--- config.mk ---
export PLATFORM = sky130hd
export DESIGN_NAME = itcm_loader
export DESIGN_NICKNAME = d
export VERILOG_FILES = /design/src/rtl/itcm_loader.sv
export SDC_FILE = /design/constraint.sdc
export NUM_CORES = 1
export LEC_CHECK = 0
export ABC_AREA = 1
export CAP_MARGIN = 20
export CORE_ASPECT_RATIO = 0.75
export CORE_MARGIN = 2
export CORE_UTILIZATION = 45
export CTS_BUF_LIST = sky130_fd_sc_hd__clkbuf_8
export DETAILED_ROUTE_END_ITERATION = 12
export GPL_TIMING_DRIVEN = 0
export PLACE_DENSITY = 0.69
export SETUP_SLACK_MARGIN = 0.4
export SYNTH_ARGS = -nofsm -noshare
export SYNTH_HDL_FRONTEND = slang
export SYNTH_SLANG_ARGS = --single-unit
--- constraint.sdc ---
create_clock -name clk -period 5.35 [get_ports clk]
set_input_delay 0.8025 -clock clk [delete_from_list [all_inputs] [get_ports clk]]
set_output_delay 0.8025 -clock clk [all_outputs]
set_load 0.02 [all_outputs]
--- src/rtl/itcm_loader.sv ---
// Byte-stream loader for the instruction TCM: parses LOAD/GO frames, writes LE words
// into the itcm and releases the CPU from reset with the entry PC from a valid GO.
module itcm_loader #(
  parameter int          ADDR_WIDTH       = 14,
  parameter logic [31:0] RESET_PC_DEFAULT = 32'h0000_0000,
  parameter logic [7:0]  MAGIC_LOAD       = 8'hA5,
  parameter logic [7:0]  MAGIC_GO         = 8'h5A
) (
  input  logic                  clk,
  input  logic                  reset,
  input  logic                  rx_valid,
  input  logic [7:0]            rx_data,
  output logic                  rx_ready,
  output logic                  imem_we,
  output logic [ADDR_WIDTH-1:0] imem_addr,
  output logic [31:0]           imem_wdata,
  output logic                  cpu_reset,
  output logic [31:0]           reset_pc,
  output logic                  frame_done,
  output logic                  err_csum,
  output logic                  err_range
);

  typedef enum logic [2:0] {
    IDLE, L_ADDR, L_CNT, L_DATA, L_CSUM, G_PC, G_CSUM, RUN
  } state_t;

  state_t                state_q, state_d;
  logic [1:0]            idx_q, idx_d;
  logic [31:0]           addr_q, addr_d;
  logic [ADDR_WIDTH-1:0] ptr_q, ptr_d;
  logic                  hi_bad_q, hi_bad_d;
  logic                  wrapped_q, wrapped_d;
  logic [15:0]           words_left_q, words_left_d;
  logic [31:0]           word_q, word_d;
  logic [7:0]            sum_q, sum_d;
  logic [31:0]           pc_stage_q, pc_stage_d;
  logic                  imem_we_q, imem_we_d;
  logic [ADDR_WIDTH-1:0] imem_addr_q, imem_addr_d;
  logic [31:0]           imem_wdata_q, imem_wdata_d;
  logic                  cpu_reset_q, cpu_reset_d;
  logic [31:0]           reset_pc_q, reset_pc_d;
  logic                  frame_done_q, frame_done_d;
  logic                  err_csum_q, err_csum_d;
  logic                  err_range_q, err_range_d;

  logic accept;

  assign rx_ready   = 1'b1;
  assign accept     = rx_valid & rx_ready;
  assign imem_we    = imem_we_q;
  assign imem_addr  = imem_addr_q;
  assign imem_wdata = imem_wdata_q;
  assign cpu_reset  = cpu_reset_q;
  assign reset_pc   = reset_pc_q;
  assign frame_done = frame_done_q;
  assign err_csum   = err_csum_q;
  assign err_range  = err_range_q;

  always_comb begin
    state_d      = state_q;
    idx_d        = idx_q;
    addr_d       = addr_q;
    ptr_d        = ptr_q;
    hi_bad_d     = hi_bad_q;
    wrapped_d    = wrapped_q;
    words_left_d = words_left_q;
    word_d       = word_q;
    sum_d        = sum_q;
    pc_stage_d   = pc_stage_q;
    imem_we_d    = 1'b0;
    imem_addr_d  = imem_addr_q;
    imem_wdata_d = imem_wdata_q;
    cpu_reset_d  = cpu_reset_q;
    reset_pc_d   = reset_pc_q;
    frame_done_d = 1'b0;
    err_csum_d   = err_csum_q;
    err_range_d  = err_range_q;

    if (accept) begin
      unique case (state_q)
        IDLE: begin
          idx_d = 2'd0;
          sum_d = 8'd0;
          if (rx_data == MAGIC_LOAD)    state_d = L_ADDR;
          else if (rx_data == MAGIC_GO) state_d = G_PC;
        end
        L_ADDR: begin
          sum_d  = sum_q + rx_data;
          addr_d = {rx_data, addr_q[31:8]};
          idx_d  = idx_q + 2'd1;
          if (idx_q == 2'd3) begin
            // Low two bits select a byte inside the word and are ignored.
            ptr_d     = addr_d[ADDR_WIDTH+1:2];
            hi_bad_d  = |addr_d[31:ADDR_WIDTH+2];
            wrapped_d = 1'b0;
            state_d   = L_CNT;
          end
        end
        L_CNT: begin
          sum_d        = sum_q + rx_data;
          words_left_d = {rx_data, words_left_q[15:8]};
          if (idx_q == 2'd1) begin
            idx_d   = 2'd0;
            state_d = (words_left_d == 16'd0) ? L_CSUM : L_DATA;
          end else begin
            idx_d = 2'd1;
          end
        end
        L_DATA: begin
          sum_d  = sum_q + rx_data;
          word_d = {rx_data, word_q[31:8]};
          idx_d  = idx_q + 2'd1;
          if (idx_q == 2'd3) begin
            if (!hi_bad_q && !wrapped_q) begin
              imem_we_d    = 1'b1;
              imem_addr_d  = ptr_q;
              imem_wdata_d = word_d;
            end else begin
              err_range_d = 1'b1;
            end
            // Once the pointer steps past the top word every later word is out of range.
            if (&ptr_q) wrapped_d = 1'b1;
            ptr_d        = ptr_q + 1'b1;
            words_left_d = words_left_q - 16'd1;
            if (words_left_q == 16'd1) state_d = L_CSUM;
          end
        end
        L_CSUM: begin
          if (rx_data != sum_q) err_csum_d = 1'b1;
          frame_done_d = 1'b1;
          state_d      = IDLE;
        end
        G_PC: begin
          sum_d      = sum_q + rx_data;
          pc_stage_d = {rx_data, pc_stage_q[31:8]};
          idx_d      = idx_q + 2'd1;
          if (idx_q == 2'd3) state_d = G_CSUM;
        end
        G_CSUM: begin
          frame_done_d = 1'b1;
          if (rx_data == sum_q) begin
            reset_pc_d  = pc_stage_q;
            cpu_reset_d = 1'b0;
            state_d     = RUN;
          end else begin
            err_csum_d = 1'b1;
            state_d    = IDLE;
          end
        end
        RUN: ;
        default: state_d = IDLE;
      endcase
    end
  end

  always_ff @(posedge clk) begin
    if (reset) begin
      state_q      <= IDLE;
      idx_q        <= '0;
      addr_q       <= '0;
      ptr_q        <= '0;
      hi_bad_q     <= 1'b0;
      wrapped_q    <= 1'b0;
      words_left_q <= '0;
      word_q       <= '0;
      sum_q        <= '0;
      pc_stage_q   <= '0;
      imem_we_q    <= 1'b0;
      imem_addr_q  <= '0;
      imem_wdata_q <= '0;
      cpu_reset_q  <= 1'b1;
      reset_pc_q   <= RESET_PC_DEFAULT;
      frame_done_q <= 1'b0;
      err_csum_q   <= 1'b0;
      err_range_q  <= 1'b0;
    end else begin
      state_q      <= state_d;
      idx_q        <= idx_d;
      addr_q       <= addr_d;
      ptr_q        <= ptr_d;
      hi_bad_q     <= hi_bad_d;
      wrapped_q    <= wrapped_d;
      words_left_q <= words_left_d;
      word_q       <= word_d;
      sum_q        <= sum_d;
      pc_stage_q   <= pc_stage_d;
      imem_we_q    <= imem_we_d;
      imem_addr_q  <= imem_addr_d;
      imem_wdata_q <= imem_wdata_d;
      cpu_reset_q  <= cpu_reset_d;
      reset_pc_q   <= reset_pc_d;
      frame_done_q <= frame_done_d;
      err_csum_q   <= err_csum_d;
      err_range_q  <= err_range_d;
    end
  end

endmodule

==> results.cfg <==
; implementation run metrics
[run_status]
outcome = finished clean

[critical_path]
r2r_slack_ns = 3.17
r2r_end = pc_stage_q[10]
path_delay_family = buffers and inverters
worst-setup-path-type = input pin to register

[final_timing]
rsz0062_at_grt = false
clock_skew_ns = 0.0252
max_slew_margin_pct = 51.2
hold_slack_ns = 0.443
worst_slack_ns = 2.69

[synth]
syn_nets = 1209
top_cell_area_share_pct = 47.7
yosysSeqAreaShare_pct = 47.7
synth_top_cell_by_area = dfxtp_1
syn_area_sq_um = 8650
ys_sh_xor_pct = 0.405

[finish]
nClkBuffers = 48
buf_share_pct = 11.7
drive_gt1_share_pct = 7.57
ff_latch_area_sq_um = 4120
clock_cell_area_share_pct = 7.10
seq_area_share_pct = 38.8
num_antenna_cells = 0

[routing]
vias = 8331
wl_met2_mm = 9.70
met1Wirelength_mm = 13.2
drt_iter0_markers = 870

[worst_hold_path]
min_path_cells = 2

[cts]
cts_tree = yes

[power_and_ir_drop]
seq_cell_power_mw = 1.57
Clock network drawn from the DEF:
(2 px per um)
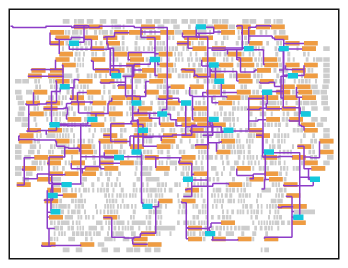
[clock drivers] cyan | count: 31
[flip-flops] orange | count: 206
[clock wires] purple | length: 2670 um
flops lie: widely spread
routed clock nets: 32

Metal layers overlaid:
(1.5 px per um)
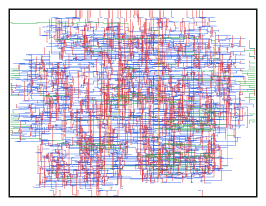
| layer | colour | wire length |
|---|---|---|
| metal 4 | orange | 427 um |
| metal 2 | red | 9700 um |
| metal 1 | blue | 13200 um |
| metal 3 | green | 1770 um |

Met3 routing:
(1.5 px per um)
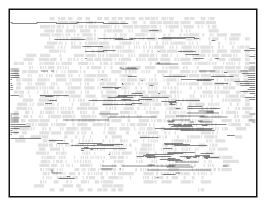
wire length on this layer: 1770 um
longest straight run: 41.9 um

Track usage over the die:
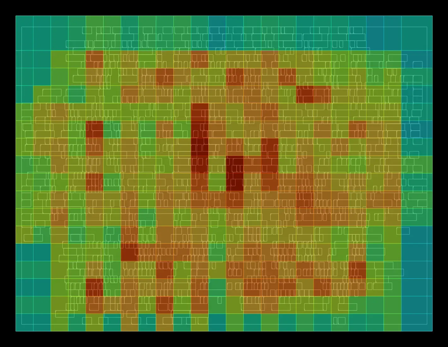
grt peak-use layer: met1
Routed WL per cell: 15.9 um
met1 usage: 39.7%
M2 GR Usage: 33.2%

